==> config.mk <==
export PLATFORM = sky130hd
export DESIGN_NAME = minirisc_prog_sequencer_flat
export DESIGN_NICKNAME = d
export VERILOG_FILES = /design/src/rtl/minirisc_prog_sequencer_if.sv /design/src/rtl/minirisc_prog_sequencer.sv /design/src/flat_wrapper.sv
export SDC_FILE = /design/constraint.sdc
export NUM_CORES = 1
export LEC_CHECK = 0
export ABC_AREA = 0
export CAP_MARGIN = 20
export CORE_MARGIN = 3
export CORE_UTILIZATION = 55
export DETAILED_ROUTE_END_ITERATION = 8
export HOLD_SLACK_MARGIN = 0.12
export PLACE_DENSITY = 0.77
export SLEW_MARGIN = 0
export SYNTH_ARGS = -nofsm -noshare
export SYNTH_HDL_FRONTEND = slang
export SYNTH_SLANG_ARGS = --single-unit
==> constraint.sdc <==
create_clock -name clk -period 7.1 [get_ports clk]
set_clock_uncertainty 0.05 [all_clocks]
set_input_delay 1.065 -clock clk [delete_from_list [all_inputs] [get_ports clk]]
set_output_delay 1.065 -clock clk [all_outputs]
set_load 0.05 [all_outputs]
**Congestion heat map**

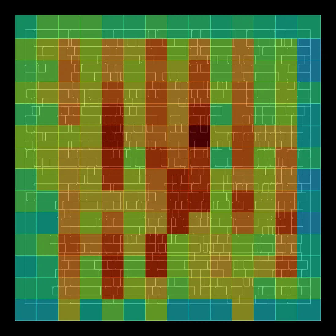
Core Util, Final: 0.6637
met1 track utilization from global routing: 0.2989

**Where the registers sit**

Scale bar: 20 um. Other sequential cells in the stronger gray, the rest of the logic in the fainter gray.
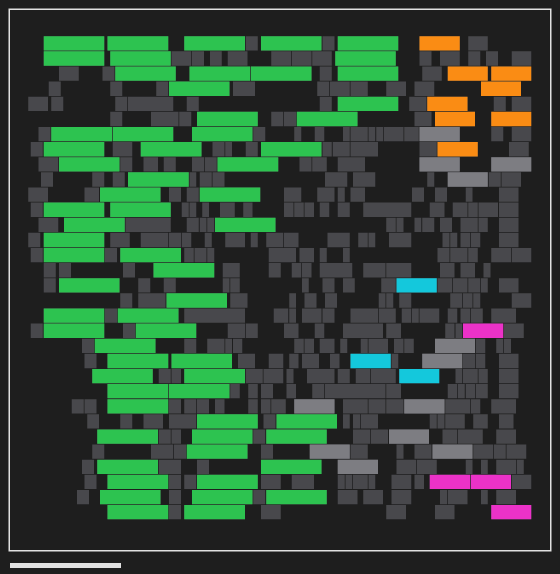
name in the netlist	color	sequential cells
u_core.bus.pc	cyan	3
u_core.mem	green	64
u_core.loops_q	magenta	4
u_core.bus.instr_out	orange	8
flip-flop and latch area: 2462 um^2
fraction of area in registers: 0.4704
Seq group: 0.583 mW

**Logic cells by family**

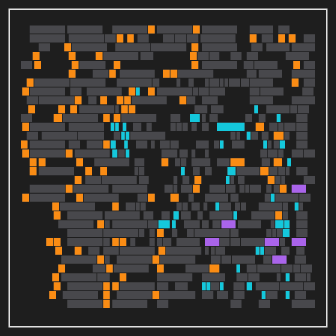
family	color	cells
fa/ha/maj cells	purple	6
and/or cells	orange	95
nor cells	cyan	42
highest-count logic cell in the final layout: sky130_fd_sc_hd__and2_1
non-filler instance count after layout: 551

==> Slide: Implementation Results <==
Key Metrics from the Run

Outcome
  – Result of the run: finished clean

Detailed routing
  – Detailed-route vias per instance: 5.824
  – First-pass iteration count of the detailed router: 4
  – Post-DR wirelength/cell: 18.97 um
  – Routed wire length: 10,460 um
  – Total number of vias: 3,209
  – Number of design rule violations left after detail routing: 0
  – Starting DRC count in detailed routing: 137

Synth
  – Fraction of synthesized cell area taken by the top area cell type: 0.4208
  – Number of synthesized flops with an enable pin: 64
  – Proportion of synthesized flip-flops having asynchronous set or reset: 0
  – Number of instances in the synthesized netlist: 406
  – Post-synth top flop: sky130_fd_sc_hd__edfxtp_1
  – Area fraction in compound gates: 0.1189
  – Yosys cell types: 65
  – Area share of xor/xnor cells in the synthesized design: 0.009589
  – Number of nets at floorplan: 438
  – Number of cell instances after yosys synthesis: 406
  – Netlist area before placement: 4567 um^2
  – Post-synthesis chip area from yosys: 4567 um^2
  – Most common cell in the synthesized netlist: sky130_fd_sc_hd__and2_1
  – Top comb family, area: simple AND/OR/NAND/NOR gates
  – Most used standard cells in the synthesized netlist: 73 x sky130_fd_sc_hd__and2_1, 64 x sky130_fd_sc_hd__edfxtp_1, 30 x sky130_fd_sc_hd__nor2_1
  – Cell types occupying the most area after synthesis: sky130_fd_sc_hd__edfxtp_1 42%, sky130_fd_sc_hd__dfxtp_1 12%, sky130_fd_sc_hd__and2_1 10%
  – FF+latch count, synth: 91
  – Number of warnings reported in the yosys synthesis log: 0

Pwr
  – Total power per unit cell area: 199.1 nW/um^2
  – Highest ir drop seen on vdd: 0.1079 mV
  – Leak pwr: 1.948 nW

Clocking
  – Root Buffer Master: sky130_fd_sc_hd__clkbuf_8
  – Resized Gates After CTS: 0
  – Number of clock sinks: 91
  – Hold bufs inserted after CTS: 0
  – TritonCTS clock tree: built
  – Number of buffers between clock root and the deepest sink: 2
  – Clock buffers created by TritonCTS: 9
  – Number of H-tree levels: 3
  – Latency at later pin: 360 ps

Floorplanning
  – Number of top-level pins: 41
  – Vertical die dimension: 97.13 um
  – Area of the core: 7888 um^2
  – Cell row count: 32

Flow run
  – Total number of warnings across the stage logs: 26

Timing
  – Final hold violations: 0
  – Final Critical Period: 3919 ps
  – Sum of negative setup slack: 0 ps
  – Share of the clock period used by the worst path: 0.5519
  – Final setup vio count: 0
  – Highest attainable clock frequency: 255.2 MHz
  – Slew headroom: 0.2514
  – Worst-margin pin slew: 1119 ps

Placement
  – Post-placement cell area: 5011 um^2
  – Worst slack, placed: 2881 ps
  – Post-Place Cells: 535
  – Detailed Place HPWL: 7469 um
  – Gp weighted congestion: 0.8920
  – Port bufs: 40

GRT
  – Global-route wire length before repair: 16,920 um
  – GRT Resource Usage Total: 0.2290
  – Antenna violations before repair: 0
  – Aggregate global routing overflow: 0

Cells and area
  – Share of layout cells above drive strength 1: 0.09800
  – Top library cells by usage in the layout, fill and taps aside: 73 x sky130_fd_sc_hd__and2_1, 64 x sky130_fd_sc_hd__edfxtp_1, 40 x sky130_fd_sc_hd__clkdlybuf4s50_1, 30 x sky130_fd_sc_hd__nor2_1, 27 x sky130_fd_sc_hd__dfxtp_1
  – Ant. Diodes: 0
  – Relative area change from synthesis to final layout: 14.63%
  – Cell area after layout: 5235 um^2
  – Net count reported at finish: 476

Setup path
  – Critical path peak fanout: 10
  – Largest delay contributor family on the critical path: simple AND/OR/NAND/NOR gates
  – Number of buffer and inverter stages on the critical path: 1
  – Setup crit start kind: input port
  – Max stage delay cell, worst path: sky130_fd_sc_hd__nand4bb_1
  – Setup slack of the worst register-to-register path: 3830 ps
  – WP data required: 7310 ps
  – R2R cell count: 9
  – Delay contributed by the slowest stage of the critical path: 600 ps
  – Depth of the critical timing path with buffers and inverters included: 10
  – Setup crit end kind: register
  – Crit path kind: in -> reg
  – Data arrival at the endpoint of the critical path: 4130 ps
  – Crit path cell chain: clkdlybuf4s50_1 > nand4bb_1 > nor3_2 > a22o_1 > a21oi_1 > o211ai_1 > nand2_1 > a31oi_1 > o21ai_1 > a211oi_1

Hold path
  – Hold Crit Depth: 1
  – Tightest Hold Check Type: reg -> reg
-- power breakdown --
group / switching (mW) / internal (mW) / total [mW]
sequential: 0.00496 / 0.578 / 0.583
combinational: 0.0393 / 0.0287 / 0.0680
clock: 0.190 / 0.201 / 0.392
total: 0.235 / 0.808 / 1.04
-- metal layers --
layer	GRT usage	wire length [um]
met5	0	0
met4	0.09071	263
met3	0.04092	516
met2	0.3795	4912
met1	0.2989	4762
-- layout make-up --
cell class / count / area [um^2]
multi-input cells: 291 / 1976
well taps: 102 / 127.6
clock buffers: 9 / 123.9
repair buffers: 41 / 407.9
fillers: 621 / 2653
clock inverters: 7 / 100.1
flip-flops and latches: 91 / 2462
inverters: 10 / 37.54
Power figures rest on the tool's default switching activity, not on a simulated workload.
